==> src/rtl/dct_pkg.sv <==
// Shared constants and types for the serial row unloader.
package dct_pkg;
    localparam int WIDTH_DEF = 11;
    localparam int ROWLEN    = 8;
    localparam int IDX_W     = 3;

    typedef logic [IDX_W-1:0] idx_t;

    localparam idx_t IDX_LAST = idx_t'(ROWLEN - 1);
endpackage

==> src/rtl/dct_bank8.sv <==
// Eight-entry register bank: whole-row parallel load, one indexed read port.
module dct_bank8
    import dct_pkg::*;
#(
    parameter int WIDTH = WIDTH_DEF
) (
    input  logic                           clk,
    input  logic                           rst,
    input  logic                           we_i,
    input  logic [ROWLEN-1:0][WIDTH-1:0]   wdata_i,
    input  logic [IDX_W-1:0]               raddr_i,
    output logic [WIDTH-1:0]               rdata_o,
    output logic [ROWLEN-1:0][WIDTH-1:0]   row_o
);
    logic [ROWLEN-1:0][WIDTH-1:0] mem_q;

    always_ff @(posedge clk) begin
        if (rst) begin
            mem_q <= '0;
        end else if (we_i) begin
            mem_q <= wdata_i;
        end
    end

    assign rdata_o = mem_q[raddr_i];
    assign row_o   = mem_q;
endmodule

==> src/rtl/dct_ser_8xn.sv <==
// Double-buffered parallel-to-serial row unloader: hold bank feeds active bank,
// active bank streams p0..p7 under the en advance strobe.
module dct_ser_8xn
    import dct_pkg::*;
#(
    parameter int WIDTH = WIDTH_DEF
) (
    input  logic             clk,
    input  logic             rst,
    input  logic [WIDTH-1:0] d0,
    input  logic [WIDTH-1:0] d1,
    input  logic [WIDTH-1:0] d2,
    input  logic [WIDTH-1:0] d3,
    input  logic [WIDTH-1:0] d4,
    input  logic [WIDTH-1:0] d5,
    input  logic [WIDTH-1:0] d6,
    input  logic [WIDTH-1:0] d7,
    input  logic             ld,
    output logic             ld_rdy,
    input  logic             en,
    output logic [WIDTH-1:0] dout,
    output logic             dout_vld,
    output logic [IDX_W-1:0] ra,
    output logic             last
);
    logic hold_full_q, hold_full_d;
    logic ld_rdy_q;
    logic vld_q, vld_d;
    idx_t ra_q, ra_d;

    logic ld_acc, row_end, xfer;
    logic [ROWLEN-1:0][WIDTH-1:0] din_row, hold_row, act_row;
    logic [WIDTH-1:0] hold_rd, act_rd;
    logic unused_sig;

    assign din_row = {d7, d6, d5, d4, d3, d2, d1, d0};

    assign ld_acc  = ld && ld_rdy_q;
    assign row_end = vld_q && en && (ra_q == IDX_LAST);
    // Refill the active bank when it is idle or finishing its last element.
    assign xfer    = hold_full_q && (!vld_q || row_end);

    always_comb begin
        hold_full_d = hold_full_q;
        vld_d       = vld_q;
        ra_d        = ra_q;
        if (xfer) begin
            hold_full_d = 1'b0;
            vld_d       = 1'b1;
            ra_d        = '0;
        end else begin
            if (ld_acc) begin
                hold_full_d = 1'b1;
            end
            if (row_end) begin
                vld_d = 1'b0;
                ra_d  = '0;
            end else if (vld_q && en) begin
                ra_d = ra_q + idx_t'(1);
            end
        end
    end

    always_ff @(posedge clk) begin
        if (rst) begin
            hold_full_q <= 1'b0;
            ld_rdy_q    <= 1'b1;
            vld_q       <= 1'b0;
            ra_q        <= '0;
        end else begin
            hold_full_q <= hold_full_d;
            ld_rdy_q    <= !hold_full_d;
            vld_q       <= vld_d;
            ra_q        <= ra_d;
        end
    end

    dct_bank8 #(.WIDTH(WIDTH)) u_hold (
        .clk     (clk),
        .rst     (rst),
        .we_i    (ld_acc),
        .wdata_i (din_row),
        .raddr_i (ra_q),
        .rdata_o (hold_rd),
        .row_o   (hold_row)
    );

    dct_bank8 #(.WIDTH(WIDTH)) u_act (
        .clk     (clk),
        .rst     (rst),
        .we_i    (xfer),
        .wdata_i (hold_row),
        .raddr_i (ra_q),
        .rdata_o (act_rd),
        .row_o   (act_row)
    );

    assign unused_sig = ^{hold_rd, act_row};

    assign ld_rdy   = ld_rdy_q;
    assign dout     = vld_q ? act_rd : '0;
    assign dout_vld = vld_q;
    assign ra       = ra_q;
    assign last     = vld_q && (ra_q == IDX_LAST);
endmodule

==> config.mk <==
export PLATFORM = sky130hd
export DESIGN_NAME = dct_ser_8xn
export DESIGN_NICKNAME = d
export VERILOG_FILES = /design/src/rtl/dct_pkg.sv /design/src/rtl/dct_bank8.sv /design/src/rtl/dct_ser_8xn.sv
export SDC_FILE = /design/constraint.sdc
export NUM_CORES = 1
export LEC_CHECK = 0
export CORE_AREA = 4 4 133 135
export DETAILED_ROUTE_END_ITERATION = 6
export DIE_AREA = 0 0 137 139
export PLACE_DENSITY = 0.77
export SLEW_MARGIN = 20
export SYNTH_ARGS = -nofsm -noshare
export SYNTH_HDL_FRONTEND = slang
export SYNTH_SLANG_ARGS = --single-unit
==> constraint.sdc <==
create_clock -name clk -period 2.1 [get_ports clk]
set_input_delay 0.315 -clock clk [delete_from_list [all_inputs] [get_ports clk]]
set_output_delay 0.315 -clock clk [all_outputs]
set_load 0.02 [all_outputs]
Fig. 1: run 1, M1 wires
Drawn at 4 px/um. Supply wires on this layer in grey.
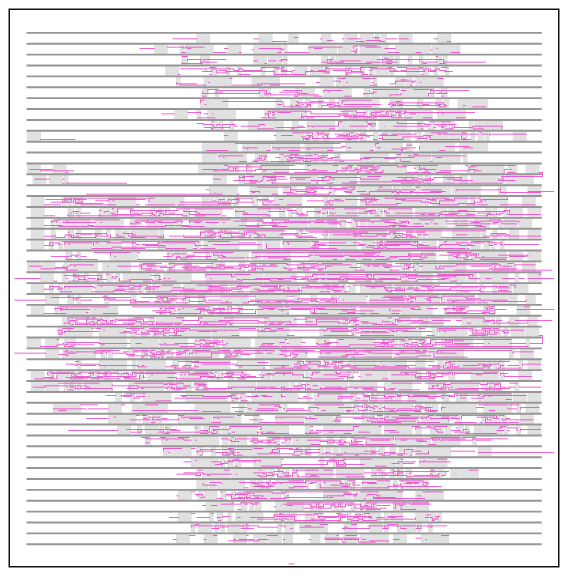
wire length on this layer = 8930 um
share of all routed wire = 45%
main direction = horizontal
longest straight run = 45.1 um
nets with wire on the layer = 960
total number of vias: 6507
Routed WL: 19.9 mm
GRT met1 Usage: 28.4%

Fig. 2: run 1, sequential cells coloured by netlist name
Drawn at 3 px/um. Other sequential cells in the stronger grey, the rest of the logic in the fainter grey.
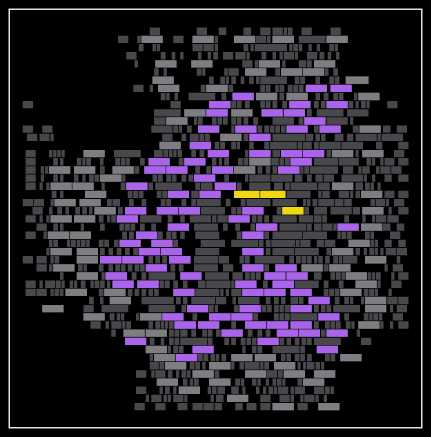
purple -> u_act.row_o  # sequential cells 88
yellow -> ra  # sequential cells 3
not coloured = 91
FF/Latch Area: 3650 um2
register share of the cell area: 38.7%
final core utilization: 57.3%

Fig. 3: run 1, routed metal, one colour a layer
Drawn at 3 px/um. Two of the layers only.
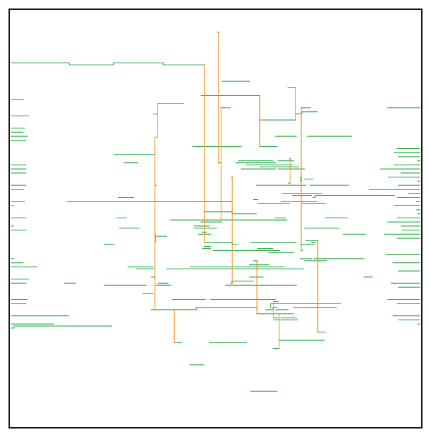
green -> met3  # wire length 1460 um
orange -> met4  # wire length 406 um
Global Route Usage Sum: 20.3%
Avg WL per Cell: 16.9 um

Fig. 4: run 1, routing congestion map
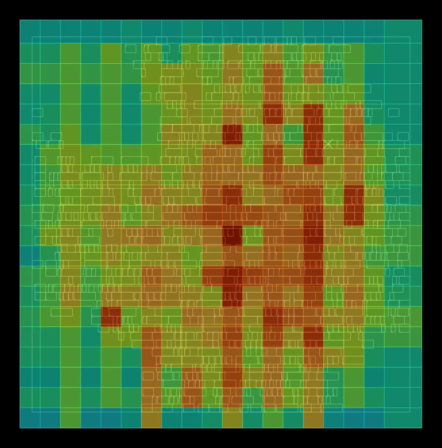
M3 GR Usage: 5.04%
grt peak-use layer: met2
met2 Use GR: 30.7%

==> impl_metrics.csv, run 1 <==
group,metric,value,unit
outcome,status,"complete, but fails checks",
outcome,violations,"DRC, setup timing",
setup_path,rr_startpoint,"ra[1]",
global_route,grt_overflow,0,
synth,ys_cells,864,
setup_path,crit_required,1780,ps
placement,place_inst,1138,
detailed_routing,ant_nets,0,
synth,synth.ff_latch_count,182,
synth,synth_async_sr_flop_share,0,%
detailed_routing,wl_met3,1.46,mm
finish,buffers,147,
die,dieArea,19000,um2
synth,ys.flop_type,"dfxtp_1",
finish,clock_area_share,6.60,%
power,p_leak,3.28,nW
finish,stdcell_count,1178,
setup_path,regToRegEndpoint,"ra[1]",
die,fp-utilization,44.5,%
setup_path,critPathLaunchType,"flip-flop",
setup_path,crit_path_start,"ra[2]",
detailed_routing,remaining_drc_errors,2,
placement,io_buffers,108,
power,p_seq,3.72,mW
synth,synth.distinct_cells,27,
timing,hold_ws,427,ps
timing,setup_viol,12,
hold_path,hold_end,"u_hold.row_o[41]",
synth,xor_area_share,0.119,%
die,die_height,139,um
finish,combAreaFraction,34.3,%
synth,synthAdderAreaFrac,0.341,%
timing,fin_crit,2240,ps
power,ir_drop,0.534,mV
detailed_routing,dr_wl_met2,9.12,mm
setup_path,cp_cell_sequence,"buf_12 -> buf_6 -> mux4_2 -> mux2i_1 -> nor2_1 -> buf_4",
timing,layout_setup_ws,-138,ps
die,fp.dieW,137,um
synth,netlist_area,7330,um2
synth,ys_seq_share,49.7,%
die,core_area,16500,um2
placement,place_worst_setup_slack,-116,ps
setup_path,cp-endpoint,"dout[10]",
setup_path,critical_path.max_stage_delay,480,ps
power,pwr-share-comb,12.3,%
setup_path,cp.depth,6,
placement,gp_congestion,0.898,
synth,ys_area,7330,um2
setup_path,worst-path-buf-inv,3,
setup_path,crit_family,"multiplexers",
synth,yosysWarnings,0,
synth,top_logic_kind,"AND-OR/OR-AND gates",
power,p_per_area,853,nW/um2
finish,flops,182,
clocking,cts_buffers,17,
detailed_routing,highest-signal-layer,"met4",
detailed_routing,drtIter0Drc,743,
timing,fin_tns_setup,-1130,ps
timing,report.final.slew_viol_count,0,
setup_path,ff2ff_path_depth,10,
setup_path,end_kind,"output port",
synth,edf_count,0,
clocking,hold_buffers,0,
finish,lay_top_cells,"179 x nand2_1, 179 x dfxtp_1, 178 x a21oi_1",
die,pin_count,109,
synth,syn_avg_cell_area,8.49,um2
finish,nMultiInputCombCells,595,
finish,inv_count,2,
detailed_routing,drt-pass1-iter-count,7,
timing,clock.fmax,447,MHz
clocking,cts_root_buffer,"clkbuf_16",
clocking,cts_sinks,182,
synth,syn_nets,958,
hold_path,min_path_cells,3,
clocking,clk_pin_slew,70,ps
clocking,clockBufferDepth,2,
global_route,grt_max_degree,91,
finish,comb_area,3240,um2
power,pwr-share-seq,46.2,%
job,warnings,28,
clocking,ctsResizeCount,80,
power,top_power_group,"sequential cells",
detailed_routing,viasPerCell,5.52,
global_route,antenna_found_initial,0,
clocking,clkLatencyLatePin,430,ps
finish,fin_nets,1039,
finish,n_clock_buffer,20,
finish,drive_above_1_share,12.2,%
die,nWellTaps,220,
synth,synth.most_common_cell,"dfxtp_1",
setup_path,slowest_stage,"mux4_2",
power,p_switching,2.04,mW
timing,clock-skew-final,12.2,ps
-- run 1: worst register-to-register path: cells and delay by family, from the launching register on --
kind / cells / cell delay [ps]
AND-OR/OR-AND: 3 / 540
flip-flops: 1 / 370
adder cells (fa/ha/maj): 2 / 360
buffers and inverters: 5 / 730
-- run 1: per-stage QoR --
stage | instance area (um2) | total power [mW] | util [%]
final | 9440 | 8.06 | 57.3
after detailed placement | 8740 | 4.74 | 53.1
after global routing | 9440 | 8.35 | 57.3
after floorplan | 7330 | 4.31 | -
after CTS | 9370 | 8.05 | 56.9
after global placement | 8740 | 4.73 | 53.1
-- run 1: sequential cells by signal, indices dropped and copies added, names as in the netlist --
register	cells
u_hold.row_o	88
u_act.row_o	88
dout_vld	1
ra	3
hold_full_q	1
ld_rdy	1
==> run 2, diff against run 1 <==
--- a/config.mk
+++ b/config.mk
@@ -6,6 +6,7 @@
 export NUM_CORES = 1
 export LEC_CHECK = 0
 export CORE_AREA = 4 4 133 135
+export CTS_CLUSTER_DIAMETER = 50
 export DETAILED_ROUTE_END_ITERATION = 6
 export DIE_AREA = 0 0 137 139
 export PLACE_DENSITY = 0.77
Fig. 5: run 2, routing congestion map
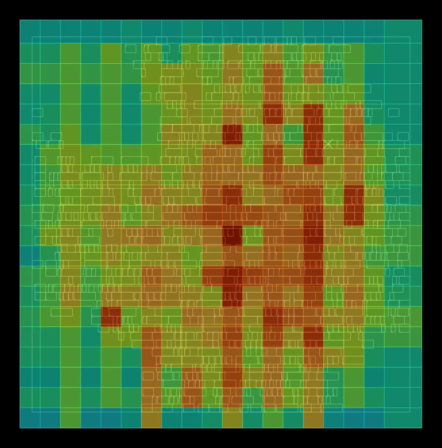

==> impl_metrics.csv, run 2 <==
group,metric,value,unit
timing,clock-skew-final,12.2,ps
synth,syn_avg_cell_area,8.49,um2
clocking,cts_sinks,182,
finish,clock_area_share,6.60,%
synth,ys_seq_share,49.7,%
hold_path,hold_class,"input port to flip-flop",
timing,clock.fmax,447,MHz
outcome,violations,"DRC, setup timing",
synth,synth.ff_latch_count,182,
power,p_leak,3.28,nW
timing,report.final.slew_viol_count,0,
global_route,grt_max_degree,91,
clocking,cts_buffers,17,
finish,seqCellArea,3650,um2
synth,synth.most_common_cell,"dfxtp_1",
clocking,hold_buffers,0,
finish,combAreaFraction,34.3,%
die,fp.dieW,137,um
synth,xor_area_share,0.119,%
setup_path,critical_path.max_stage_delay,480,ps
synth,netlist_area,7330,um2
timing,setup_viol,12,
setup_path,cp.depth,6,
power,power,8.06,mW
setup_path,critPathLaunchType,"flip-flop",
hold_path,hold_end,"u_hold.row_o[41]",
setup_path,rr_startpoint,"ra[1]",
die,fp-utilization,44.5,%
detailed_routing,drtIter0Drc,743,
setup_path,slowest_stage,"mux4_2",
detailed_routing,vias,6507,
die,pin_count,109,
hold_path,hold_start,"d3[8]",
clocking,clkLatencyLatePin,430,ps
placement,gp_congestion,0.898,
timing,layout_setup_ws,-138,ps
timing,fin_crit,2240,ps
synth,yosysWarnings,0,
die,die_height,139,um
setup_path,regToRegEndpoint,"ra[1]",
synth,ys_area,7330,um2
synth,synth.distinct_cells,27,
setup_path,cp-endpoint,"dout[10]",
synth,synth_async_sr_flop_share,0,%
finish,design_area,9440,um2
die,nWellTaps,220,
synth,synthAdderAreaFrac,0.341,%
clocking,cts_root_buffer,"clkbuf_16",
synth,edf_count,0,
die,dieArea,19000,um2
finish,flops,182,
detailed_routing,wire_per_inst,16.9,um
detailed_routing,finalWirelength,19.9,mm
power,p_per_area,853,nW/um2
setup_path,crit_required,1780,ps
detailed_routing,drt-pass1-iter-count,7,
clocking,clockBufferDepth,2,
finish,lay_top_cells,"179 x nand2_1, 179 x dfxtp_1, 178 x a21oi_1",
finish,buffers,147,
finish,seq_share,38.7,%
detailed_routing,viasPerCell,5.52,
finish,inv_count,2,
finish,n_clock_buffer,20,
timing,fin_tns_setup,-1130,ps
finish,stdcell_count,1178,
synth,ys.flop_type,"dfxtp_1",
clocking,ctsResizeCount,80,
finish,drive_above_1_share,12.2,%
power,ir_drop,0.534,mV
finish,nMultiInputCombCells,595,
setup_path,ff2ff_path_depth,10,
die,core_area,16500,um2
clocking,clk_pin_slew,70,ps
setup_path,worst-path-buf-inv,3,
finish,final_core_util,57.3,%
hold_path,min_path_cells,3,
timing,hold_ws,427,ps
setup_path,crit_path_start,"ra[2]",
outcome,status,"complete, but fails checks",
synth,top_logic_kind,"AND-OR/OR-AND gates",
global_route,antenna_found_initial,0,
setup_path,crit_family,"multiplexers",
setup_path,end_kind,"output port",
global_route,grtUsageTotal,20.3,%
detailed_routing,remaining_drc_errors,2,
synth,ys_cells,864,
placement,io_buffers,108,
detailed_routing,ant_nets,0,
job,warnings,28,
placement,placed_area,8740,um2
global_route,grt_overflow,0,
placement,place_inst,1138,
Fig. 6: run 2, sequential cells coloured by netlist name
Drawn at 3 px/um. Other sequential cells in the stronger grey, the rest of the logic in the fainter grey.
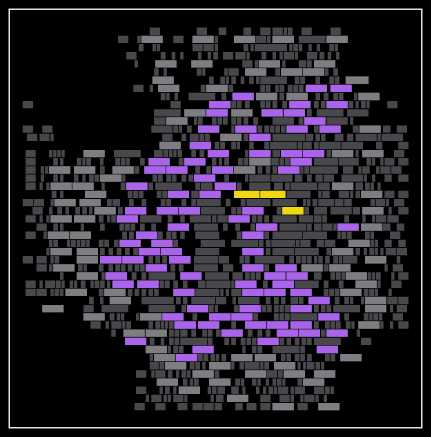
yellow -> ra  # sequential cells 3
purple -> u_act.row_o  # sequential cells 88
Seq power: 3.72 mW

## run 2: cell counts in the layout (fill, tap and decap cells not counted)
Identical to the previous run, type by type.
## run 2: kinds of logic after synthesis
logic type / count (synthesis)
AND-OR/OR-AND: 270
XOR/XNOR: 1
adder cells (fa/ha/maj): 2
buffers and inverters: 87
flip-flops: 182
multiplexers: 33
AND/OR/NAND/NOR: 289
## run 2: layer usage
metal | vias to the layer above | routed length (um) | GRT usage (%)
li1 | 3151 | - | -
met1 | 3066 | 8930 | 28.4
met2 | 254 | 9120 | 30.7
met3 | 36 | 1460 | 5.04
met4 | 0 | 405 | 6.62
met5 | - | 0 | 0
## run 2: report_power, final
group          switching (mW)  internal, mW
clock                    1.38          1.96
combinational           0.552         0.441
sequential              0.105          3.62
==> run 3, diff against run 2 <==
--- a/config.mk
+++ b/config.mk
@@ -5,11 +5,11 @@
 export SDC_FILE = /design/constraint.sdc
 export NUM_CORES = 1
 export LEC_CHECK = 0
-export CORE_AREA = 4 4 133 135
+export CORE_AREA = 4 4 122 124
 export CTS_CLUSTER_DIAMETER = 50
 export DETAILED_ROUTE_END_ITERATION = 6
-export DIE_AREA = 0 0 137 139
-export PLACE_DENSITY = 0.77
+export DIE_AREA = 0 0 126 128
+export PLACE_DENSITY = 0.87
 export SLEW_MARGIN = 20
 export SYNTH_ARGS = -nofsm -noshare
 export SYNTH_HDL_FRONTEND = slang
Fig. 7: run 3, sequential cells coloured by netlist name
Drawn at 4 px/um. Other sequential cells in the stronger grey, the rest of the logic in the fainter grey.
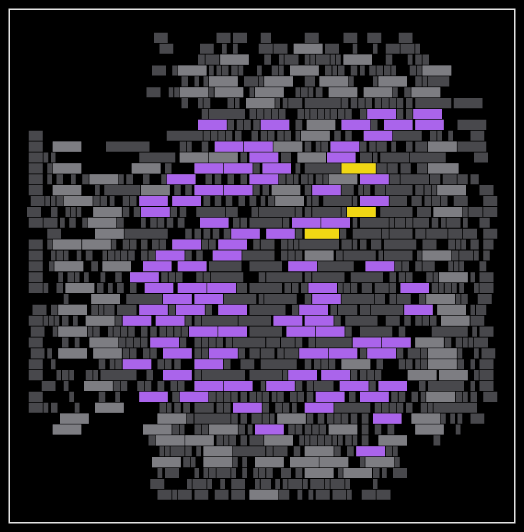
purple -> u_act.row_o  # sequential cells 88
yellow -> ra  # sequential cells 3
not coloured = 91
register share of the cell area: 39.2%
final core utilization: 67.7%

==> impl_metrics.csv, run 3 <==
group,metric,value,unit
outcome,status,"complete, but fails checks",
outcome,violations,"setup timing",
synth,synth.most_common_cell,"dfxtp_1",
timing,layout_setup_ws,-171,ps
timing,fin_crit,2270,ps
global_route,grtUsageMet2,38.6,%
hold_path,hold_end,"u_hold.row_o[10]",
setup_path,critPathLaunchType,"flip-flop",
synth,ys.flop_type,"dfxtp_1",
die,fp.dieW,126,um
detailed_routing,drt-met1-wl,8.26,mm
power,pwr-share-comb,12.2,%
timing,clock-skew-final,20.3,ps
setup_path,end_kind,"output port",
timing,hold_ws,364,ps
power,power_frac_clock,42.1,%
power,ir_drop,0.613,mV
clocking,clockBufferDepth,2,
setup_path,crit_path_start,"ra[2]",
detailed_routing,drtIter0Drc,991,
placement,place_inst,1093,
detailed_routing,viasPerCell,6.03,
detailed_routing,wl_met3,2.14,mm
placement,gp_congestion,0.859,
global_route,grtUsageMet3,7.00,%
power,p_leak,3.26,nW
detailed_routing,remaining_drc_errors,0,
synth,top_logic_kind,"AND-OR/OR-AND gates",
setup_path,crit_required,1780,ps
synth,syn_nets,958,
synth,synth.distinct_cells,27,
synth,netlist_area,7330,um2
die,fp-utilization,53.3,%
detailed_routing,ant_nets,0,
finish,drive_above_1_share,11.8,%
clocking,cts_root_buffer,"clkbuf_16",
global_route,grt_max_degree,91,
global_route,grtUsageMet1,31.8,%
placement,place_worst_setup_slack,-169,ps
clocking,cts_tree,"done",
timing,report.final.slew_viol_count,0,
power,p_comb,0.995,mW
synth,ys_seq_share,49.7,%
global_route,antenna_found_initial,0,
die,dieArea,16100,um2
clocking,clk_pin_slew,70,ps
timing,setup_viol,11,
clocking,clkLatencyLatePin,440,ps
finish,stdcell_count,1135,
die,core_area,13800,um2
finish,design_area,9330,um2
detailed_routing,wire_per_inst,18.8,um
hold_path,hold_start,"rst",
global_route,grtUsageTotal,24.4,%
finish,lay_top_cells,"179 x nand2_1, 179 x dfxtp_1, 178 x a21oi_1",
clocking,cts_sinks,182,
global_route,grt_overflow,0,
power,top_power_group,"sequential cells",
power,p_int,6.13,mW
synth,edf_count,0,
die,row_count,43,
synth,syn_avg_cell_area,8.49,um2
power,p_switching,2.02,mW
placement,io_buffers,108,
clocking,cts_buffers,17,
synth,synthAdderAreaFrac,0.341,%
hold_path,hold_class,"input port to flip-flop",
timing,clock.fmax,440,MHz
synth,xor_area_share,0.119,%
power,pwr-share-seq,45.7,%
finish,fin_nets,1036,
job,warnings,28,
placement,placed_area,8580,um2
setup_path,cp-endpoint,"dout[2]",
synth,ys_cells,864,
power,p_per_area,875,nW/um2
detailed_routing,dr_wl_met2,10.3,mm
timing,fin_tns_setup,-1320,ps
power,powerClk,3.44,mW
setup_path,regToRegEndpoint,"u_act.row_o[75]",
die,die_height,128,um
detailed_routing,highest-signal-layer,"met4",
Fig. 8: run 3, metal 4
Drawn at 4 px/um. Supply wires on this layer in grey.
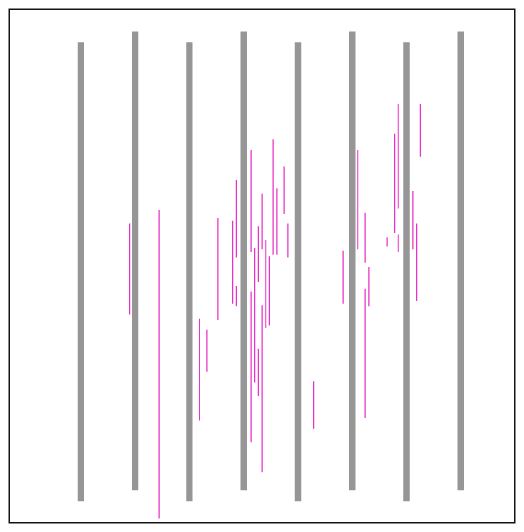
share of all routed wire = 3.2%
longest straight run = 76.8 um
nets with wire on the layer = 30
main direction = vertical
total number of vias: 6840
Routed WL: 21.4 mm

[run 3: cell counts after synthesis]
No cell type changed its count.
[run 3: what timing repair did]
item	in CTS	in global routing
setup endpoints to repair	13	59
gates cloned	2	4
buffers inserted	1	4
gates resized	77	8
pin swaps	5	4
[run 3: critical path, stage by stage, from the launching register on]
cell and delay [ps]:
dfxtp_4 390, buf_12 140, mux4_2 510, mux2i_1 200, nor2_1 110, buf_4 190
[run 3: area by class of cell]
type                            instances  area [um2]  share of cell area, %
Multi-Input combinational cell        595        3240                   34.8
Inverter                                2        7.51                 0.0805
Clock buffer                           22         474                   5.09
Sequential cell                       182        3650                   39.2
Clock inverter                         10         166                   1.78
Timing Repair Buffer                  144        1560                   16.7
Tap cell                              180         225                   2.42
No activity file was given, so power comes from the tool's default toggle rates.
